Wiring by layer:
Scale bar: 50 um.
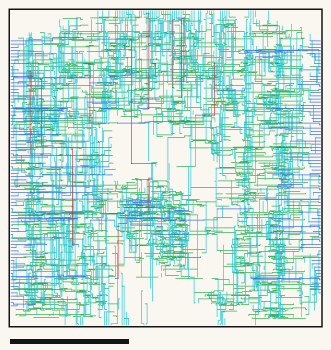
Sequential cells colored by netlist name:
Scale bar: 50 um. Other sequential cells in the stronger gray, the rest of the logic in the fainter gray.
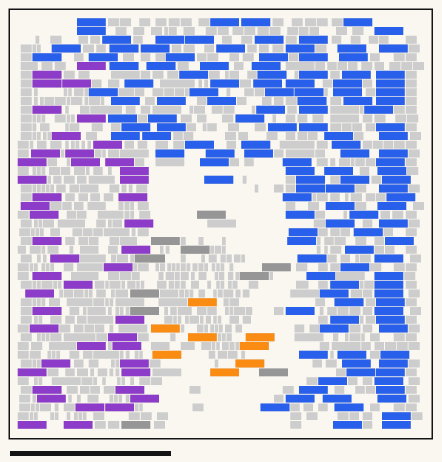
Routing congestion map:
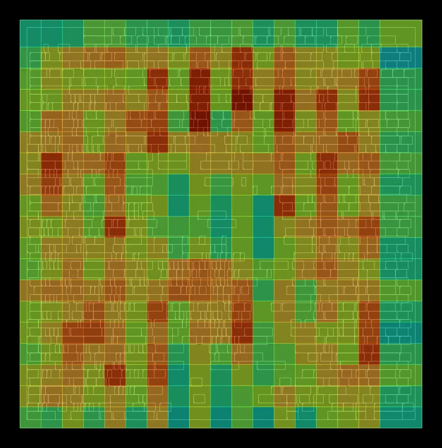
Close-up of the layout:
Scale bar: 5 um. Window x 56 to 76, y 83 to 103 um. Cells in gray, sequential cells in the stronger gray; small squares are vias.
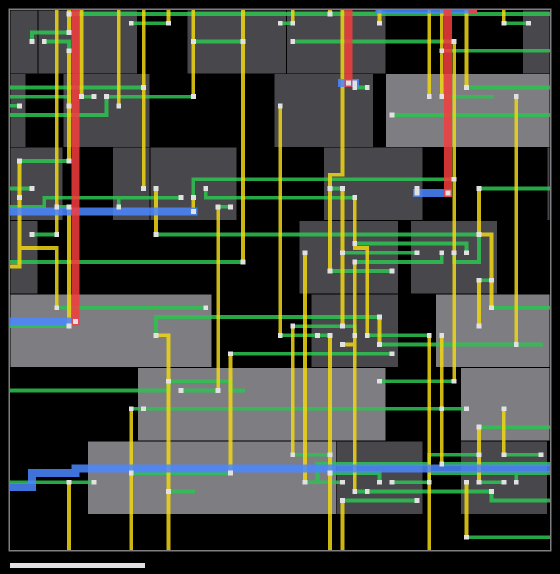
Selected gate families:
Scale bar: 50 um.
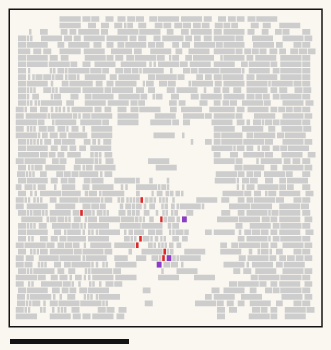
**src/rtl/cmd_controller.sv**
```systemverilog
// SD CMD-line transaction sequencer: frames a command with CRC7, drives the serializer,
// then waits (bounded by NCR_MAX) for the card's response and shifts it in.
module cmd_controller #(
  parameter int FRAME_BITS = 48,
  parameter int NCR_MAX    = 64,
  parameter int RSP_LONG   = 136
) (
  input  logic                clk,
  input  logic                reset,
  input  logic                cmd_valid,
  output logic                cmd_ready,
  input  logic [5:0]          cmd_index,
  input  logic [31:0]         cmd_arg,
  input  logic [1:0]          rsp_type,
  output logic [47:0]         ser_in,
  output logic                ser_reset,
  output logic                ser_enable,
  output logic                cmd_oe,
  input  logic                cmd_in,
  output logic [RSP_LONG-1:0] rsp_data,
  output logic                done,
  output logic                timeout
);

  localparam logic [7:0] SendLast  = 8'(FRAME_BITS - 1);
  localparam logic [7:0] NcrLast   = 8'(NCR_MAX);
  localparam logic [7:0] ShortLast = 8'(48 - 1);
  localparam logic [7:0] LongLast  = 8'(RSP_LONG - 1);

  typedef enum logic [2:0] {
    StIdle, StLoad, StSend, StWait, StRecv, StDone
  } state_e;

  state_e              state_q;
  logic [7:0]          cnt_q;
  logic                rspNone_q;
  logic                rspLong_q;
  logic                cmdReady_q;
  logic [47:0]         serIn_q;
  logic                serReset_q;
  logic                serEnable_q;
  logic                cmdOe_q;
  logic [RSP_LONG-1:0] rspData_q;
  logic                done_q;
  logic                timeout_q;
  logic [47:0]         frame_d;

  // Serial CRC7 (x^7 + x^3 + 1, init 0) over the 40 header bits, MSB first.
  function automatic logic [6:0] crc7(input logic [39:0] bits);
    logic [6:0] c;
    logic       fb;
    c = '0;
    for (int i = 39; i >= 0; i--) begin
      fb = bits[i] ^ c[6];
      c  = {c[5:0], 1'b0};
      if (fb) c = c ^ 7'h09;
    end
    return c;
  endfunction

  always_comb begin
    frame_d = {2'b01, cmd_index, cmd_arg, crc7({2'b01, cmd_index, cmd_arg}), 1'b1};
  end

  // The frame is built straight from the request so it is already valid while ser_reset pulses.
  always_ff @(posedge clk or negedge reset) begin
    if (!reset) begin
      state_q     <= StIdle;
      cnt_q       <= '0;
      rspNone_q   <= 1'b0;
      rspLong_q   <= 1'b0;
      cmdReady_q  <= 1'b1;
      serIn_q     <= '0;
      serReset_q  <= 1'b0;
      serEnable_q <= 1'b0;
      cmdOe_q     <= 1'b0;
      rspData_q   <= '0;
      done_q      <= 1'b0;
      timeout_q   <= 1'b0;
    end else begin
      serReset_q <= 1'b0;
      done_q     <= 1'b0;
      timeout_q  <= 1'b0;
      case (state_q)
        StIdle: begin
          if (cmd_valid) begin
            cmdReady_q <= 1'b0;
            serReset_q <= 1'b1;
            serIn_q    <= frame_d;
            rspData_q  <= '0;
            rspNone_q  <= (rsp_type == 2'd0);
            rspLong_q  <= (rsp_type == 2'd2);
            state_q    <= StLoad;
          end
        end
        StLoad: begin
          serEnable_q <= 1'b1;
          cmdOe_q     <= 1'b1;
          cnt_q       <= '0;
          state_q     <= StSend;
        end
        StSend: begin
          if (cnt_q == SendLast) begin
            serEnable_q <= 1'b0;
            cmdOe_q     <= 1'b0;
            if (rspNone_q) begin
              done_q  <= 1'b1;
              cnt_q   <= '0;
              state_q <= StDone;
            end else begin
              cnt_q   <= 8'd1;
              state_q <= StWait;
            end
          end else begin
            cnt_q <= cnt_q + 8'd1;
          end
        end
        // A start bit on the final allowed cycle still wins over the timeout.
        StWait: begin
          if (!cmd_in) begin
            rspData_q <= {rspData_q[RSP_LONG-2:0], cmd_in};
            cnt_q     <= 8'd1;
            state_q   <= StRecv;
          end else if (cnt_q == NcrLast) begin
            done_q    <= 1'b1;
            timeout_q <= 1'b1;
            cnt_q     <= '0;
            state_q   <= StDone;
          end else begin
            cnt_q <= cnt_q + 8'd1;
          end
        end
        StRecv: begin
          rspData_q <= {rspData_q[RSP_LONG-2:0], cmd_in};
          if (cnt_q == (rspLong_q ? LongLast : ShortLast)) begin
            done_q  <= 1'b1;
            cnt_q   <= '0;
            state_q <= StDone;
          end else begin
            cnt_q <= cnt_q + 8'd1;
          end
        end
        StDone: begin
          cmdReady_q <= 1'b1;
          state_q    <= StIdle;
        end
        default: state_q <= StIdle;
      endcase
    end
  end

  assign cmd_ready  = cmdReady_q;
  assign ser_in     = serIn_q;
  assign ser_reset  = serReset_q;
  assign ser_enable = serEnable_q;
  assign cmd_oe     = cmdOe_q;
  assign rsp_data   = rspData_q;
  assign done       = done_q;
  assign timeout    = timeout_q;

endmodule

```
**config.mk**
```make
export PLATFORM = sky130hd
export DESIGN_NAME = cmd_controller
export DESIGN_NICKNAME = d
export VERILOG_FILES = /design/src/rtl/cmd_controller.sv
export SDC_FILE = /design/constraint.sdc
export NUM_CORES = 1
export LEC_CHECK = 0
export CORE_AREA = 2 2 129 131
export DETAILED_ROUTE_END_ITERATION = 7
export DIE_AREA = 0 0 131 133
export GPL_TIMING_DRIVEN = 0
export PLACE_DENSITY = 0.86
export SYNTH_ARGS = -nofsm -noshare
export SYNTH_HDL_FRONTEND = slang
export SYNTH_SLANG_ARGS = --single-unit
```
**constraint.sdc**
```tcl
create_clock -name clk -period 3.92 [get_ports clk]
set_input_delay 0.392 -clock clk [delete_from_list [all_inputs] [get_ports clk]]
set_output_delay 0.392 -clock clk [all_outputs]
set_load 0.005 [all_outputs]
```
==> results.yml <==
# implementation run metrics
die:
  die_w_um: 131
  fp_util: 0.510
synth:
  ys_types: 44
  synth-edff-count: 0
  yosysTopAreaCell: "dfrtp_1"
  postSynthSeqShare: 0.607
  ys_area_um2: 8250
worst_setup_path:
  cp_max_fo: 10
  critPathKind: "reg -> reg"
  worstPathCellList: "clkbuf_1 -> nor2_1 -> nand2_1 -> o21ai_1 -> clkbuf_1 -> buf_1 -> a22o_1"
  slowest_stage: "o21ai_1"
route:
  wl_met2_um: 9810
  drc: 0
  drt_pass1_iterations: 5
  drtIter0Drc: 485
outcome:
  status: "finished clean"
global_route:
  track_usage: 0.241
  grt_pass1_vias: 6124
  antenna_found_initial: 0
run:
  tool_warnings: 29
final_timing:
  relSlewSlack: 0.420
  setup_viol: 0
  min_period_over_period: 0.688
  fin_crit_ns: 2.70
power_and_ir_drop:
  power.density_nw_per_um2: 600
  pwr-share-comb: 0.369
layout:
  nFillCells: 1127
  area_growth_pct: 39.4
clock_network:
  cts_buffers: 17
  cts_max_level: 4
  cts_resized: 0
  ctsHoldBuffers: 0
  cts_sinks: 200
  clkLatencyLatePin_ns: 0.44
place:
  routabilityCongestion: 0.882
-- 'wiring by layer' (at the start) --
Key: metal 2 = cyan [wire length 9810 um]; metal 1 = green [wire length 8420 um]; metal 3 = blue [wire length 2110 um]; metal 4 = red [wire length 366 um]
Avg WL per Cell: 17.7 um
via count: 6386

-- 'sequential cells colored by netlist name' (at the start) --
Key: ser_in = purple [sequential cells 46, where a vertical strip on the left]; cnt_q = orange [sequential cells 8, where south]; rsp_data = blue [sequential cells 136]
sequential cell area share: 0.435
flip-flop and latch area: 5010 um^2

-- 'routing congestion map' (at the start) --
GR peak layer: met2
routing usage on met3: 0.0922

-- 'close-up of the layout' (at the start) --
Key: metal 4 = red; metal 2 = yellow; metal 3 = blue; metal 1 = green
Sequential cells in the window: 4. Most frequent: a22o_1 (7), clkdlybuf4s50_1 (6), dfrtp_1 (4). Netlist names of flops here include rsp_data (4). 20 logic cells have their middle in the window.

-- 'selected gate families' (at the start) --
Key: and/or cells = purple [cells 3]; inv cells = red [cells 7, where south]
final std cells w/o fill: 1168
most numerous logic cell after layout: clkdlybuf4s50_1

## cell type report
class | instances | area [um^2] | share of cell area
flip-flops and latches | 200 | 5010 | 0.435
multi-input cells | 430 | 3030 | 0.264
repair buffers | 233 | 2350 | 0.205
clock buffers | 18 | 439 | 0.0382
well taps | 220 | 275 | 0.0239
plain buffers | 46 | 184 | 0.0160
clock inverters | 14 | 180 | 0.0157
inverters | 7 | 26.3 | 0.00229
## metal layers
layer | up-vias | GRT usage
li1 | 2911 | -
met1 | 3161 | 0.312
met2 | 287 | 0.375
met3 | 27 | 0.0922
met4 | 0 | 0.0751
met5 | - | 0
## cells in the mapped netlist, types with 2 or more instances
cell	number
ha_1	2
o21ai_0	10
o21ai_1	4
nand4_1	2
nand3_1	5
dfrtp_1	199
buf_1	9
xnor3_1	8
xor2_1	9
nand2b_1	2
xnor2_2	4
or3_1	2
o311ai_0	2
nand3b_1	2
inv_1	6
o31ai_1	3
a21oi_1	8
clkbuf_1	34
nor3_1	3
xnor2_1	45
a22o_1	136
nor4_1	2
buf_4	3
nor2_1	19
xnor3_2	3
nand2_1	143
## path summary, 6_finish.rpt
path                             from       endpoint  slack [ns]  depth (start not counted)
setup / recovery           state_q[1]  rsp_data[119]        1.22                          7
hold / removal                  reset   rsp_data[41]        0.03                          1
setup reg to reg           state_q[1]  rsp_data[119]        1.22                          7
hold reg to reg            ser_in[39]     ser_in[39]        0.48                          2
max in group asynchronous       reset  rsp_data[124]        2.97                          2
min in group clk           ser_in[39]     ser_in[39]        0.48                          2
## power by group through the flow
stage,Combinational [mW],Clock [mW],Sequential [mW]
2_1_floorplan,1.52,0,2.58
3_3_place_gp,2.47,0,2.57
3_5_place_dp,2.55,0,2.57
4_1_cts,2.57,1.83,2.54
5_1_grt,2.81,1.92,2.58
6_report,2.55,1.81,2.55
## worst max-delay path, delay by kind of cell (launching register included)
kind,cells,cell delay (ns)
DFF,1,0.37
and+or+nand+nor,2,0.58
AOI/OAI and AO/OA,2,0.65
buffers and inverters,3,1.03
## per-stage QoR
step	utilization	cell area (um^2)	worst slack, ns
after CTS	0.711	11500	1.22
after floorplan	-	8250	1.56
after detailed placement	0.673	10900	0.821
final	0.711	11500	1.22
after global placement	0.671	10800	-5.49
after global routing	0.711	11500	0.968
## sequential cells by signal, summed over array words and instances, names as in the netlist
signal and count:
rsp_data 136, ser_in 46, cnt_q 8, state_q 3, cmd_oe 1, cmd_ready 1, done 1, rspLong_q 1
rspNone_q 1, ser_reset 1, timeout 1
## cells by family (layout without fill, tap and decap cells)
group                    count (synthesis)  after routing  share of synthesized area
flip-flops                             200            200                      0.607
buffers and inverters                   53            318                     0.0255
XOR/XNOR                                71             71                      0.102
other                                    1              1                   0.000455
adder cells (fa/ha/maj)                  2              2                    0.00303
multiplexers                             1              1                    0.00182
AND-OR/OR-AND                          171            171                      0.170
AND/OR/NAND/NOR                        184            184                     0.0900
Power is estimated from default activity; no workload was simulated.
